`src/rtl/axi_lite_led_bank_pkg.sv`:
```
// Shared encodings for the AXI4-Lite LED/GPIO bank: write modes, response codes
// and the write/read FSM states.
package axi_lite_led_bank_pkg;

    typedef enum logic [1:0] {
        MODE_WRITE  = 2'd0,
        MODE_SET    = 2'd1,
        MODE_CLEAR  = 2'd2,
        MODE_TOGGLE = 2'd3
    } mode_e;

    localparam logic [1:0] RESP_OKAY   = 2'b00;
    localparam logic [1:0] RESP_SLVERR = 2'b10;

    typedef enum logic {
        W_IDLE = 1'b0,
        W_RESP = 1'b1
    } wstate_e;

    typedef enum logic {
        R_IDLE = 1'b0,
        R_DATA = 1'b1
    } rstate_e;

endpackage

```
`src/rtl/led_bank_lane.sv`:
```
// One output channel register: applies WRITE/SET/CLEAR/TOGGLE under a per-byte
// strobe mask when the commit pulse is high.
module led_bank_lane
    import axi_lite_led_bank_pkg::*;
#(
    parameter int CH_WIDTH   = 8,
    parameter int STRB_WIDTH = 4
) (
    input  logic                  CLK,
    input  logic                  RST,
    input  logic                  i_commit,
    input  mode_e                 i_mode,
    input  logic [CH_WIDTH-1:0]   i_data,
    input  logic [STRB_WIDTH-1:0] i_strb,
    output logic [CH_WIDTH-1:0]   o_value
);

    logic [CH_WIDTH-1:0] r_value;
    logic [CH_WIDTH-1:0] w_mask;
    logic [CH_WIDTH-1:0] w_op;
    logic [CH_WIDTH-1:0] w_next;
    logic                w_unused;

    // Bit i of the register belongs to byte lane i/8.
    for (genvar gi = 0; gi < CH_WIDTH; gi++) begin : g_mask
        assign w_mask[gi] = i_strb[gi/8];
    end

    assign w_unused = &{1'b0, i_strb};

    // Mode operation on the whole register, then merged through the strobe mask.
    always_comb begin
        w_op = r_value;
        case (i_mode)
            MODE_WRITE:  w_op = i_data;
            MODE_SET:    w_op = r_value | i_data;
            MODE_CLEAR:  w_op = r_value & ~i_data;
            MODE_TOGGLE: w_op = r_value ^ i_data;
            default:     w_op = r_value;
        endcase
        w_next = (w_op & w_mask) | (r_value & ~w_mask);
    end

    // Channel register.
    always_ff @(posedge CLK) begin
        if (RST) begin
            r_value <= '0;
        end else if (i_commit) begin
            r_value <= w_next;
        end
    end

    assign o_value = r_value;

endmodule

```
`src/rtl/axi_lite_led_bank.sv`:
```
// AXI4-Lite slave owning NUM_CH output registers with SET/CLEAR/TOGGLE aliases,
// independent AW/W capture and SLVERR on decode errors; drives a flat LED bus.
module axi_lite_led_bank
    import axi_lite_led_bank_pkg::*;
#(
    parameter int NUM_CH     = 4,
    parameter int CH_WIDTH   = 8,
    parameter int DATA_WIDTH = 32,
    parameter int ADDR_WIDTH = 12
) (
    input  logic                       CLK,
    input  logic                       RST,
    input  logic                       s_awvalid,
    input  logic [ADDR_WIDTH-1:0]      s_awaddr,
    output logic                       s_awready,
    input  logic [DATA_WIDTH-1:0]      s_wdata,
    input  logic [DATA_WIDTH/8-1:0]    s_wstrb,
    input  logic                       s_wvalid,
    output logic                       s_wready,
    output logic [1:0]                 s_bresp,
    output logic                       s_bvalid,
    input  logic                       s_bready,
    input  logic                       s_arvalid,
    input  logic [ADDR_WIDTH-1:0]      s_araddr,
    output logic                       s_arready,
    output logic [DATA_WIDTH-1:0]      s_rdata,
    output logic [1:0]                 s_rresp,
    output logic                       s_rvalid,
    input  logic                       s_rready,
    output logic [NUM_CH*CH_WIDTH-1:0] LED
);

    localparam int CH_BITS = $clog2(NUM_CH);
    localparam int STRB_W  = DATA_WIDTH / 8;
    localparam int HI_BIT  = 4 + CH_BITS;
    localparam logic [CH_BITS:0] NUM_CH_L = (CH_BITS + 1)'(NUM_CH);

    // Anything above the mode field, or a channel beyond NUM_CH, is unmapped.
    function automatic logic addr_err(input logic [ADDR_WIDTH-1:0] a);
        logic [CH_BITS:0] ch_ext;
        ch_ext = {1'b0, a[2 +: CH_BITS]};
        return ((a >> HI_BIT) != '0) || (ch_ext >= NUM_CH_L);
    endfunction

    wstate_e               r_wstate;
    wstate_e               w_wstate_nxt;
    logic                  r_aw_held;
    logic                  r_w_held;
    logic                  w_aw_held_nxt;
    logic                  w_w_held_nxt;
    logic                  r_awready;
    logic                  r_wready;
    logic [ADDR_WIDTH-1:0] r_awaddr;
    logic [DATA_WIDTH-1:0] r_wdata;
    logic [STRB_W-1:0]     r_wstrb;
    logic                  r_bvalid;
    logic [1:0]            r_bresp;

    logic                  w_aw_fire;
    logic                  w_w_fire;
    logic                  w_have_aw;
    logic                  w_have_w;
    logic                  w_commit;
    logic [ADDR_WIDTH-1:0] w_waddr;
    logic [DATA_WIDTH-1:0] w_wdata;
    logic [STRB_W-1:0]     w_wstrb;
    logic                  w_wr_err;
    logic [CH_BITS-1:0]    w_wr_ch;
    mode_e                 w_wr_mode;

    rstate_e               r_rstate;
    logic                  r_arready;
    logic                  r_rvalid;
    logic [DATA_WIDTH-1:0] r_rdata;
    logic [1:0]            r_rresp;
    logic                  w_ar_fire;
    logic                  w_rd_err;
    logic [CH_BITS-1:0]    w_rd_ch;
    logic [CH_WIDTH-1:0]   w_rd_val;

    logic [CH_WIDTH-1:0]   w_ch_val [NUM_CH];
    logic [NUM_CH-1:0]     w_lane_commit;
    logic                  w_unused;

    assign w_unused = &{1'b0, s_araddr, w_waddr, w_wdata};

    // Write path: pick held or live AW/W, decide commit and next handshake state.
    always_comb begin
        w_aw_fire     = s_awvalid & r_awready;
        w_w_fire      = s_wvalid & r_wready;
        w_have_aw     = r_aw_held | w_aw_fire;
        w_have_w      = r_w_held | w_w_fire;
        w_commit      = (r_wstate == W_IDLE) & w_have_aw & w_have_w;
        w_waddr       = r_aw_held ? r_awaddr : s_awaddr;
        w_wdata       = r_w_held ? r_wdata : s_wdata;
        w_wstrb       = r_w_held ? r_wstrb : s_wstrb;
        w_wr_err      = addr_err(w_waddr);
        w_wr_ch       = w_waddr[2 +: CH_BITS];
        w_wr_mode     = mode_e'(w_waddr[2+CH_BITS +: 2]);
        w_wstate_nxt  = r_wstate;
        w_aw_held_nxt = r_aw_held;
        w_w_held_nxt  = r_w_held;
        case (r_wstate)
            W_IDLE: begin
                w_aw_held_nxt = w_have_aw;
                w_w_held_nxt  = w_have_w;
                if (w_commit) begin
                    w_wstate_nxt = W_RESP;
                end else begin
                    w_wstate_nxt = W_IDLE;
                end
            end
            W_RESP: begin
                if (s_bready) begin
                    w_wstate_nxt  = W_IDLE;
                    w_aw_held_nxt = 1'b0;
                    w_w_held_nxt  = 1'b0;
                end else begin
                    w_wstate_nxt  = W_RESP;
                end
            end
            default: begin
                w_wstate_nxt  = W_IDLE;
                w_aw_held_nxt = 1'b0;
                w_w_held_nxt  = 1'b0;
            end
        endcase
    end

    // Write FSM state, held AW/W beats, registered readies and B response.
    always_ff @(posedge CLK) begin
        if (RST) begin
            r_wstate  <= W_IDLE;
            r_aw_held <= 1'b0;
            r_w_held  <= 1'b0;
            r_awready <= 1'b0;
            r_wready  <= 1'b0;
            r_awaddr  <= '0;
            r_wdata   <= '0;
            r_wstrb   <= '0;
            r_bvalid  <= 1'b0;
            r_bresp   <= RESP_OKAY;
        end else begin
            r_wstate  <= w_wstate_nxt;
            r_aw_held <= w_aw_held_nxt;
            r_w_held  <= w_w_held_nxt;
            r_awready <= (w_wstate_nxt == W_IDLE) & ~w_aw_held_nxt;
            r_wready  <= (w_wstate_nxt == W_IDLE) & ~w_w_held_nxt;
            if (w_aw_fire) begin
                r_awaddr <= s_awaddr;
            end
            if (w_w_fire) begin
                r_wdata <= s_wdata;
                r_wstrb <= s_wstrb;
            end
            if (w_commit) begin
                r_bvalid <= 1'b1;
                r_bresp  <= w_wr_err ? RESP_SLVERR : RESP_OKAY;
            end else if ((r_wstate == W_RESP) && s_bready) begin
                r_bvalid <= 1'b0;
            end
        end
    end

    for (genvar gc = 0; gc < NUM_CH; gc++) begin : g_lane
        assign w_lane_commit[gc] = w_commit & ~w_wr_err & (w_wr_ch == CH_BITS'(gc));

        led_bank_lane #(
            .CH_WIDTH   (CH_WIDTH),
            .STRB_WIDTH (STRB_W)
        ) u_lane (
            .CLK      (CLK),
            .RST      (RST),
            .i_commit (w_lane_commit[gc]),
            .i_mode   (w_wr_mode),
            .i_data   (w_wdata[CH_WIDTH-1:0]),
            .i_strb   (w_wstrb),
            .o_value  (w_ch_val[gc])
        );

        assign LED[gc*CH_WIDTH +: CH_WIDTH] = w_ch_val[gc];
    end

    // Read decode: select the addressed channel's current (pre-commit) value.
    always_comb begin
        w_ar_fire = s_arvalid & r_arready;
        w_rd_err  = addr_err(s_araddr);
        w_rd_ch   = s_araddr[2 +: CH_BITS];
        w_rd_val  = '0;
        for (int c = 0; c < NUM_CH; c++) begin
            w_rd_val = (w_rd_ch == CH_BITS'(c)) ? w_ch_val[c] : w_rd_val;
        end
    end

    // Read FSM: accept AR in R_IDLE, hold R beat until rready.
    always_ff @(posedge CLK) begin
        if (RST) begin
            r_rstate  <= R_IDLE;
            r_arready <= 1'b0;
            r_rvalid  <= 1'b0;
            r_rdata   <= '0;
            r_rresp   <= RESP_OKAY;
        end else begin
            case (r_rstate)
                R_IDLE: begin
                    if (w_ar_fire) begin
                        r_rstate  <= R_DATA;
                        r_arready <= 1'b0;
                        r_rvalid  <= 1'b1;
                        r_rdata   <= w_rd_err ? '0 : DATA_WIDTH'(w_rd_val);
                        r_rresp   <= w_rd_err ? RESP_SLVERR : RESP_OKAY;
                    end else begin
                        r_arready <= 1'b1;
                    end
                end
                R_DATA: begin
                    if (s_rready) begin
                        r_rstate  <= R_IDLE;
                        r_arready <= 1'b1;
                        r_rvalid  <= 1'b0;
                    end
                end
                default: begin
                    r_rstate  <= R_IDLE;
                    r_arready <= 1'b1;
                    r_rvalid  <= 1'b0;
                end
            endcase
        end
    end

    assign s_awready = r_awready;
    assign s_wready  = r_wready;
    assign s_bvalid  = r_bvalid;
    assign s_bresp   = r_bresp;
    assign s_arready = r_arready;
    assign s_rvalid  = r_rvalid;
    assign s_rdata   = r_rdata;
    assign s_rresp   = r_rresp;

endmodule

```
`config.mk`:
```
export PLATFORM = sky130hd
export DESIGN_NAME = axi_lite_led_bank
export DESIGN_NICKNAME = d
export VERILOG_FILES = /design/src/rtl/axi_lite_led_bank_pkg.sv /design/src/rtl/led_bank_lane.sv /design/src/rtl/axi_lite_led_bank.sv
export SDC_FILE = /design/constraint.sdc
export NUM_CORES = 1
export LEC_CHECK = 0
export CAP_MARGIN = 40
export CORE_MARGIN = 3
export CORE_UTILIZATION = 45
export CTS_CLUSTER_SIZE = 40
export DETAILED_ROUTE_END_ITERATION = 6
export PLACE_DENSITY = 0.76
export SETUP_SLACK_MARGIN = 0.2
export SYNTH_ARGS = -nofsm -noshare
export SYNTH_HDL_FRONTEND = slang
export SYNTH_SLANG_ARGS = --single-unit
```
`constraint.sdc`:
```
create_clock -name CLK -period 2 [get_ports CLK]
set_input_delay 0.3 -clock CLK [delete_from_list [all_inputs] [get_ports CLK]]
set_output_delay 0.3 -clock CLK [all_outputs]
set_load 0.02 [all_outputs]
```
Congestion heat map:
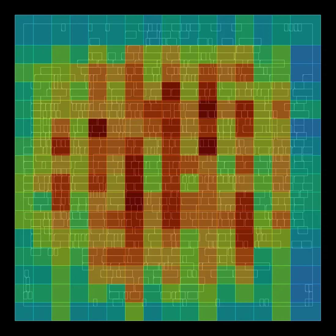
GRT Max-Usage Layer: met2
GRT met1 Usage: 27.3%
final core utilization: 62.7%
met2 usage in global routing: 38.2%
GRT Overall Usage: 22.1%

Power grid:
(4 px per µm) Pins as bars on the die edge.
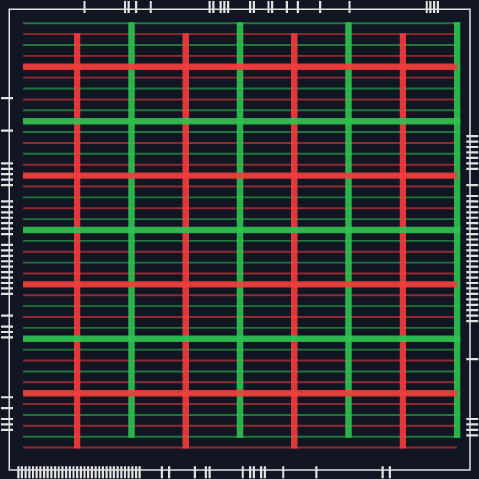
legend:
  green:
    net: VDD
  red:
    net: VSS
met5 straps: 7
met4 straps: 8
signal pins: 140
rows: 39

Cell area per tile:
(2 px per µm) 11 x 11 tiles, from white (low) to dark blue (high), 0 to 100% covered.
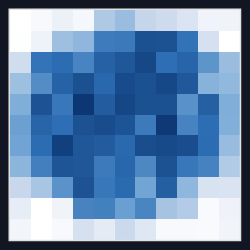
tiles over 75% full: 36%
fullest tile: 97%
emptiest ninth of the die: south-east
mean over tiles: 53%
nearly empty tiles: 4.1%
densest ninth of the die: centre

Metal 4:
(3 px per µm)
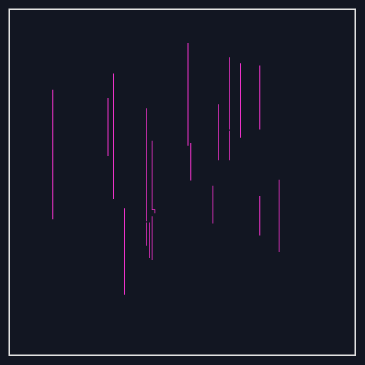
wire length on this layer: 420 µm
main direction: vertical
longest straight run: 42.8 µm

==> results.toml <==
# flow metrics
[synth]
ys_ff = 70
postSynthSeqShare_pct = 26.3
ys_types = 40
async_flop_share_pct = 0
edf_count = 0
ys_chip_area_mm2 = 0.00533
syn_area_mm2 = 0.00533
synthFlopType = "dfxtp_1"
avgSynthCellArea_um2 = 9.78

[routing]
dr_wl_met2_um = 7270
drtIter0Drc = 445
num_vias = 4679
wire_per_inst_um = 18.8
wl_met3_um = 1410
drc = 0
top_layer = "met4"
totalWireLength_um = 15000
ant_nets = 0

[clock_network]
clkTransAtPathRegs_ns = 0.06
htreeDepth = 3
clkLatencyLatePin_ns = 0.33
cts_sinks = 70
post_cts_buffers = 9
postCtsHoldBufs = 0
cts-resized-gates = 33
cts_buffers = 9
cts_tree = "done"

[place]
port_buffers = 80
place_hpwl_um = 9930
dpl-instance-area_mm2 = 0.00648
gp_congestion = 0.832
dp_slack_ns = -0.149

[die]
core_area_mm2 = 0.0115
die_h_um = 115
io_pins = 140
num_rows = 39
fp-utilization_pct = 46.3
die-width_um = 115
chipArea_mm2 = 0.0132

[finish]
final_cell_area_mm2 = 0.00722
fillCellCount = 893
final_nets = 785
final_layout_top_logic_cell = "clkdlybuf4s50_1"
lay_top_cells = "78 x clkdlybuf4s50_1, 68 x dfxtp_1, 65 x inv_1, 56 x a21oi_1, 46 x nand2_1"
syn2layout_area_growth_pct = 35.4
drive_above_1_share_pct = 26.7

[worst_setup_path]
cp_top_family = "AND-OR/OR-AND gates"
path_depth = 6
worstPathRequired_ns = 2.20
critPathLaunch = "s_awaddr[8]"
crit_slowest_cell = "clkdlybuf4s50_1"
path_cells = "clkdlybuf4s50_1 > nor4_1 > nand2_1 > a21bo_2 > o31ai_1 > a21oi_1"
path_buffers = 1
slowest_delay_ns = 0.42
reg2reg_from = "r_w_held"
r2r_cells = 6
endpoint_kind = "flip-flop"

[timing]
hold_viol_final = 0
fin_tns_setup_ns = 0
fmax_ghz = 0.503
worst-slew-pin-transition_ns = 0.562
final.setup_skew_ns = 0.00468
setup_viol = 0
rsz0062_at_grt = "true"
finalCritPeriodShare_pct = 99.4
slew_headroom_pct = 62.5

[pwr]
p_leak_nw = 2.77
p_int_mw = 2.99
power.density_mw_per_mm2 = 588
pwr-share-seq_pct = 34.8
max-vdd-ir-drop_mv = 0.594
clock_power_share_pct = 36.4
finalPower_mw = 4.24
switching_share_pct = 29.4
combPwrFrac_pct = 28.8
p_sw_mw = 1.25

[global_routing]
grt_max_degree = 46
globalRouteOverflowTotal = 0
grt_pass1_wl_um = 23100
met3_usage_pct = 4.89
antenna_found_initial = 0

[status]
status = "finished, final reports clean"

[min_path]
hp-start = "RST"
hp-class = "in2reg"
hold_path_depth = 2

[job]
maxCapViolations = 0
==> through the flow <==
stage / util [%] / hold slack [ns] / instances
6_report: 62.7 / 0.444 / 802
4_1_cts: 61.7 / 0.413 / 799
2_1_floorplan: - / 0.416 / 570
3_5_place_dp: 56.3 / 0.449 / 774
5_1_grt: 62.7 / 0.469 / 802
3_3_place_gp: 56.3 / 0.440 / 774
==> power by group through the flow <==
stage,clock network (mW),registers [mW],logic (mW)
5_1_grt,1.63,1.48,1.32
3_3_place_gp,0,1.51,1.03
4_1_cts,1.56,1.47,1.18
3_5_place_dp,0,1.51,1.08
6_report,1.54,1.47,1.22
2_1_floorplan,0,1.51,0.753
==> layout make-up <==
cell class,count,area (µm²),share of cell area (%)
clock buffers,12,236,3.28
clock inverters,4,47.5,0.659
inverters,73,334,4.63
multi-input cells,367,3690,51.2
flip-flops and latches,70,1410,19.5
well taps,143,179,2.48
repair buffers,133,1320,18.3
==> cell usage after synthesis, types with 2 or more instances <==
master    number  area, µm²
nand2b_1       2       12.5
nand4_1       32        200
o31ai_1       32        240
mux2_2        11        124
buf_12         2       40.0
a22oi_1        8       60.1
clkbuf_1      12       45.0
buf_4         29        218
and2_1         2       12.5
buf_6          6       67.6
a21oi_1       59        295
nand2_1       48        180
or3_1          2       12.5
dfxtp_1       70       1400
nor2_1        19       71.3
ha_1          64        801
mux2i_1        2       20.0
clkbuf_8       2       27.5
inv_1         73        274
nor3_1         3       15.0
mux4_1        19        499
buf_2         10       50.1
mux4_2        21        473
==> cell families after synthesis <==
logic type	count (synthesis)	synth area share, %
and+or+nand+nor	118	11.4
DFF	70	26.3
other	1	0.0704
muxes	55	21.6
AOI/OAI and AO/OA	103	12.1
adders and majority gates	64	15.0
buffers and inverters	134	13.5
Power and IR drop assume default switching activity.
